`src/rtl/pipe_ctrl.sv`:
```
// Pipeline hazard controller: tracks per-register instruction attributes and
// produces PC hold, per-register hold/bubble enables and stall/flush counters.
module pipe_ctrl #(
   parameter int STAGES   = 4,
   parameter int MEM_STG  = 2,
   parameter int RA_W     = 4,
   parameter int ZERO_REG = 0
) (
   input  logic              clk,
   input  logic              rst,
   input  logic              if_valid,
   input  logic [RA_W-1:0]   id_src0,
   input  logic [RA_W-1:0]   id_src1,
   input  logic              id_use0,
   input  logic              id_use1,
   input  logic              id_we,
   input  logic              id_ld,
   input  logic              id_mem,
   input  logic              id_send,
   input  logic [RA_W-1:0]   id_dst,
   input  logic              ex_miss,
   input  logic              exc,
   input  logic              d_hit,
   input  logic              tx_full,
   output logic              pc_hold,
   output logic [STAGES-1:0] hold,
   output logic [STAGES-1:0] bubble,
   output logic [STAGES-1:0] valid,
   output logic [15:0]       stall_cnt,
   output logic [7:0]        flush_cnt
);

   // Reg 0 attributes are the live id_* decode; shadow copies start at reg 1.
   logic [STAGES-1:1]           we_s, ld_s, mem_s, send_s;
   logic [STAGES-1:1][RA_W-1:0] dst_s;
   logic                        mem_stall, tx_stall, lu_stall, miss_ok, flush_ev;
   int                          frz;
   logic                        unused_shadow;

   assign unused_shadow = ^{we_s, ld_s, mem_s, send_s, dst_s};

   always_comb begin
      mem_stall = valid[MEM_STG] & mem_s[MEM_STG] & ~d_hit;
      tx_stall  = valid[1] & send_s[1] & tx_full;
      lu_stall  = 1'b0;
      for (int k = 1; k < MEM_STG; k++) begin
         if (valid[k] && ld_s[k] && we_s[k] && ((ZERO_REG == 0) || (dst_s[k] != '0)) &&
             ((id_use0 && (id_src0 == dst_s[k])) || (id_use1 && (id_src1 == dst_s[k]))))
            lu_stall = 1'b1;
      end
      lu_stall = lu_stall & valid[0];
      miss_ok  = ex_miss & valid[1] & ~mem_stall & ~tx_stall;
   end

   always_comb begin
      hold     = '0;
      bubble   = '0;
      pc_hold  = 1'b0;
      flush_ev = 1'b0;
      frz      = mem_stall ? MEM_STG : (tx_stall ? 1 : 0);
      if (!rst) begin
         bubble = '1;
      end else if (exc) begin
         // Kill everything younger than MEM; the MEM instruction still completes.
         flush_ev = 1'b1;
         for (int i = 0; i < MEM_STG; i++) bubble[i] = 1'b1;
         if (mem_stall) begin
            hold[MEM_STG]     = 1'b1;
            bubble[MEM_STG+1] = 1'b1;
         end else begin
            bubble[MEM_STG] = 1'b1;
         end
      end else if (mem_stall || tx_stall || (lu_stall && !miss_ok)) begin
         pc_hold = 1'b1;
         for (int i = 0; i < STAGES; i++) begin
            hold[i]   = (i <= frz);
            bubble[i] = (i == frz + 1);
         end
      end else if (miss_ok) begin
         bubble[1:0] = 2'b11;
         flush_ev    = 1'b1;
      end else begin
         bubble[0] = ~if_valid;
      end
   end

   always_ff @(posedge clk) begin
      if (!rst) begin
         valid     <= '0;
         we_s      <= '0;
         ld_s      <= '0;
         mem_s     <= '0;
         send_s    <= '0;
         dst_s     <= '0;
         stall_cnt <= '0;
         flush_cnt <= '0;
      end else begin
         if (!hold[0]) valid[0] <= ~bubble[0] & if_valid;
         if (!hold[1]) begin
            valid[1]  <= ~bubble[1] & valid[0];
            we_s[1]   <= ~bubble[1] & id_we;
            ld_s[1]   <= ~bubble[1] & id_ld;
            mem_s[1]  <= ~bubble[1] & id_mem;
            send_s[1] <= ~bubble[1] & id_send;
            dst_s[1]  <= bubble[1] ? '0 : id_dst;
         end
         for (int i = 2; i < STAGES; i++) begin
            if (!hold[i]) begin
               valid[i]  <= ~bubble[i] & valid[i-1];
               we_s[i]   <= ~bubble[i] & we_s[i-1];
               ld_s[i]   <= ~bubble[i] & ld_s[i-1];
               mem_s[i]  <= ~bubble[i] & mem_s[i-1];
               send_s[i] <= ~bubble[i] & send_s[i-1];
               dst_s[i]  <= bubble[i] ? '0 : dst_s[i-1];
            end
         end
         if (pc_hold && (stall_cnt != 16'hFFFF)) stall_cnt <= stall_cnt + 16'd1;
         if (flush_ev && (flush_cnt != 8'hFF)) flush_cnt <= flush_cnt + 8'd1;
      end
   end

endmodule
```
`config.mk`:
```
export PLATFORM = sky130hd
export DESIGN_NAME = pipe_ctrl
export DESIGN_NICKNAME = d
export VERILOG_FILES = /design/src/rtl/pipe_ctrl.sv
export SDC_FILE = /design/constraint.sdc
export NUM_CORES = 1
export LEC_CHECK = 0
export CAP_MARGIN = 10
export CORE_MARGIN = 3
export CORE_UTILIZATION = 50
export CTS_BUF_LIST = sky130_fd_sc_hd__clkbuf_2
export CTS_CLUSTER_DIAMETER = 100
export DETAILED_ROUTE_END_ITERATION = 10
export PLACE_DENSITY_LB_ADDON = 0.3
export SETUP_SLACK_MARGIN = 0.4
export SYNTH_ARGS = -nofsm -noshare
export SYNTH_HDL_FRONTEND = slang
export SYNTH_SLANG_ARGS = --single-unit
```
`constraint.sdc`:
```
create_clock -name clk -period 5.35 [get_ports clk]
set_input_delay 1.07 -clock clk [delete_from_list [all_inputs] [get_ports clk]]
set_output_delay 1.07 -clock clk [all_outputs]
set_load 0.01 [all_outputs]
```
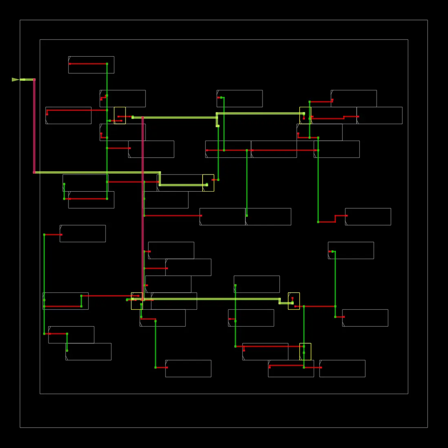
(the clock network)
flip-flops: 37
insertion delay of the later-clocked pin in the worst-skew pair: 390 ps

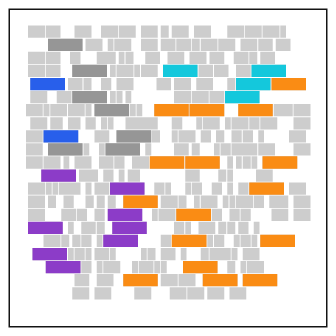
(where the registers sit)
Other sequential cells in the stronger grey, the rest of the logic in the fainter grey.
| colour | name in the netlist | flops |
|---|---|---|
| purple | flush_cnt | 8 |
| orange | stall_cnt | 16 |
| blue | mem_s | 2 |
| cyan | dst_s | 4 |

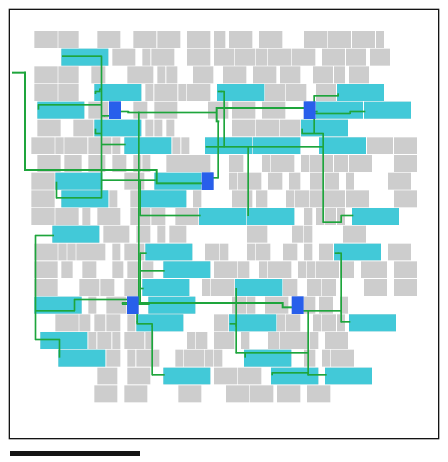
(clock wires, drivers and flops)
Scale bar: 20 um.
[green] clock wires | length: 440 um
[cyan] flip-flops | count: 37
[blue] clock-net drivers | count: 5
routed clock nets: 6

==> impl_metrics.xml <==
<?xml version="1.0" encoding="UTF-8"?>
<metrics>
  <group name="outcome">
    <metric name="outcome" unit="">complete, no violations</metric>
  </group>
  <group name="placement">
    <metric name="place_worst_setup_slack" unit="ps">1080</metric>
    <metric name="detailed_place_hpwl" unit="um">2950</metric>
    <metric name="portBuffers" unit="">60</metric>
    <metric name="routability_driven_placement_congestion_ratio" unit="">0.771</metric>
  </group>
  <group name="grt">
    <metric name="gr-total-overflow" unit="">0</metric>
    <metric name="grt_use_total" unit="%">19.5</metric>
    <metric name="grt_max_degree" unit="">25</metric>
  </group>
  <group name="clock_tree">
    <metric name="cts_buffer_depth" unit="">2</metric>
    <metric name="worst_setup_hold_path_clk_slew" unit="ps">170</metric>
    <metric name="post_cts.repair.setup_buffers" unit="">0</metric>
    <metric name="clock_sinks" unit="">37</metric>
    <metric name="tritoncts_clock_tree" unit="">done</metric>
  </group>
  <group name="synth">
    <metric name="synthesis.yosys.warnings" unit="">0</metric>
    <metric name="yosys_cells" unit="">201</metric>
    <metric name="yosys.stat.seqShare" unit="%">41.5</metric>
    <metric name="syn-instance-count" unit="">201</metric>
    <metric name="synth-edff-count" unit="">0</metric>
    <metric name="synth.avg_cell_area" unit="sq um">8.87</metric>
  </group>
  <group name="sta">
    <metric name="finalWorstPathRequiredPeriod" unit="ps">4290</metric>
    <metric name="final-max-slew-violation-count" unit="">0</metric>
    <metric name="min_period_over_period" unit="%">80.1</metric>
    <metric name="tns" unit="ps">0</metric>
  </group>
  <group name="worst_setup_path">
    <metric name="crit_path_max_fanout" unit="">24</metric>
    <metric name="crit_chain" unit="">clkdlybuf4s50_1 -&gt; buf_4 -&gt; inv_1 -&gt; nor2_1 -&gt; nand2_1 -&gt; nor2_1 -&gt; nor2_1 -&gt; clkdlybuf4s50_1</metric>
    <metric name="arr_time_crit_path" unit="ps">3220</metric>
    <metric name="worstSetupEndpointType" unit="">primary output</metric>
    <metric name="ws_path_type" unit="">in2out</metric>
    <metric name="timing.critical_path.max_delay_family" unit="">buffers and inverters</metric>
  </group>
  <group name="drt">
    <metric name="viasPerCell" unit="">5.28</metric>
    <metric name="detail-route-antenna-nets" unit="">0</metric>
    <metric name="routed-via-count" unit="">1621</metric>
    <metric name="drt_pass1_iterations" unit="">4</metric>
    <metric name="dr.first_iter.drc_count" unit="">125</metric>
  </group>
  <group name="job">
    <metric name="log.warning_count" unit="">26</metric>
  </group>
  <group name="floorplanning">
    <metric name="chip_area" unit="sq um">4320</metric>
    <metric name="initial_utilization" unit="%">52.6</metric>
    <metric name="placeableCoreArea" unit="sq um">3390</metric>
    <metric name="floorplan.die.width" unit="um">65.7</metric>
    <metric name="floorplan.die.height" unit="um">65.7</metric>
  </group>
  <group name="final_layout">
    <metric name="flow.area_growth_from_synthesis" unit="%">36.7</metric>
  </group>
  <group name="min_path">
    <metric name="min-delay-path-class" unit="">reg2reg</metric>
  </group>
  <group name="pwr">
    <metric name="ir_drop" unit="V">0.000166</metric>
  </group>
</metrics>
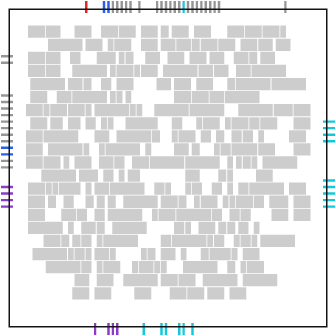
(pin map)
Pins as bars across the die edge, other pins in grey.
| colour | port | pins | direction | edge |
|---|---|---|---|---|
| red | id_ld | 1 | input | top |
| cyan | stall_cnt | 16 | output | 9 right, 6 bottom, 1 top |
| purple | flush_cnt | 8 | output | 4 left, 4 bottom |
| blue | valid | 4 | output | 2 top, 2 left |
all pins by edge: 25 top, 18 left, 10 bottom, 9 right

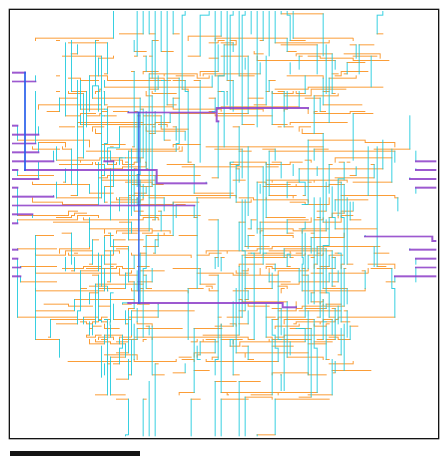
(signal wires by layer)
Scale bar: 20 um.
| colour | layer | wire length |
|---|---|---|
| blue | M4 | 44.2 um |
| orange | M1 | 1930 um |
| purple | M3 | 198 um |
| cyan | M2 | 1770 um |

-- where the power goes --
part           switching [mW]  total, mW  internal (mW)
sequential            0.00446      0.285          0.280
clock                  0.0873      0.114         0.0266
combinational          0.0199     0.0509         0.0310
total                   0.112      0.450          0.338
-- routing by layer --
layer,routed length [um],global-route usage [%]
met4,44,6.22
met2,1770,28.9
met3,198,7.01
met5,0,0
met1,1930,26.3
-- synthesized netlist by cell type, drive strengths merged, types with 2 or more instances --
cell | n | area (sq um)
a21oi | 5 | 25.0
a22o | 9 | 78.8
a31o | 3 | 26.3
a31oi | 2 | 12.5
and2 | 2 | 12.5
and3 | 7 | 48.8
buf | 4 | 30.0
clkbuf | 3 | 11.3
dfxtp | 37 | 741
ha | 2 | 25.0
inv | 2 | 7.51
mux2i | 13 | 130
nand2 | 34 | 128
nand2b | 10 | 62.6
nand3 | 8 | 40.0
nand4 | 8 | 50.1
nor2 | 19 | 71.3
nor3 | 3 | 20.0
o21ai | 3 | 15.0
or3 | 2 | 12.5
xnor2 | 4 | 35.0
xor2 | 10 | 87.6
-- per-stage QoR --
| step | total power [mW] | hold slack (ps) | instance area, sq um | util, % |
|---|---|---|---|---|
| after floorplan | 0.313 | 427 | 1780 | - |
| after global placement | 0.341 | 449 | 2410 | 71.0 |
| after detailed placement | 0.341 | 458 | 2410 | 71.0 |
| after CTS | 0.453 | 490 | 2440 | 71.9 |
| after global routing | 0.472 | 504 | 2440 | 71.9 |
| final | 0.450 | 488 | 2440 | 71.9 |
-- layout make-up --
type	count	area [sq um]
multi-input combinational	155	993
fill	267	952
sequential	37	741
timing repair buffer	61	608
tap	46	57.6
clock buffer	5	25.0
inverter	2	7.51
clock inverter	1	5.00
-- cells by family (layout without fill, tap and decap cells) --
kind of cell	Yosys count	after routing	synth area share, %
AOI/OAI and AO/OA	27	27	11.9
xor gates and xnor gates	14	14	6.88
adders and majority gates	2	2	1.40
buffers and inverters	9	69	2.74
DFF	37	37	41.5
muxes	14	14	7.93
other	1	1	0.210
and+or+nand+nor	97	97	27.4
-- flip-flops by register name, indices dropped and copies added, names as in the netlist --
| signal | count |
|---|---|
| we_s | 1 |
| flush_cnt | 8 |
| stall_cnt | 16 |
| dst_s | 4 |
| valid | 4 |
| send_s | 1 |
| ld_s | 1 |
| mem_s | 2 |
-- worst paths after layout --
kind	startpoint	end	cells past startpoint	slack (ps)
hold / removal	mem_s[1]$_SDFFE_PN0N_	mem_s[2]$_SDFFE_PN0N_	1	490
setup reg to reg	stall_cnt[7]$_SDFFE_PN0P_	stall_cnt[14]$_SDFFE_PN0P_	7	3090
hold reg to reg	mem_s[1]$_SDFFE_PN0N_	mem_s[2]$_SDFFE_PN0N_	1	490
setup / recovery	rst	bubble[0]	8	1060
No activity file was given, so power comes from the tool's default toggle rates.
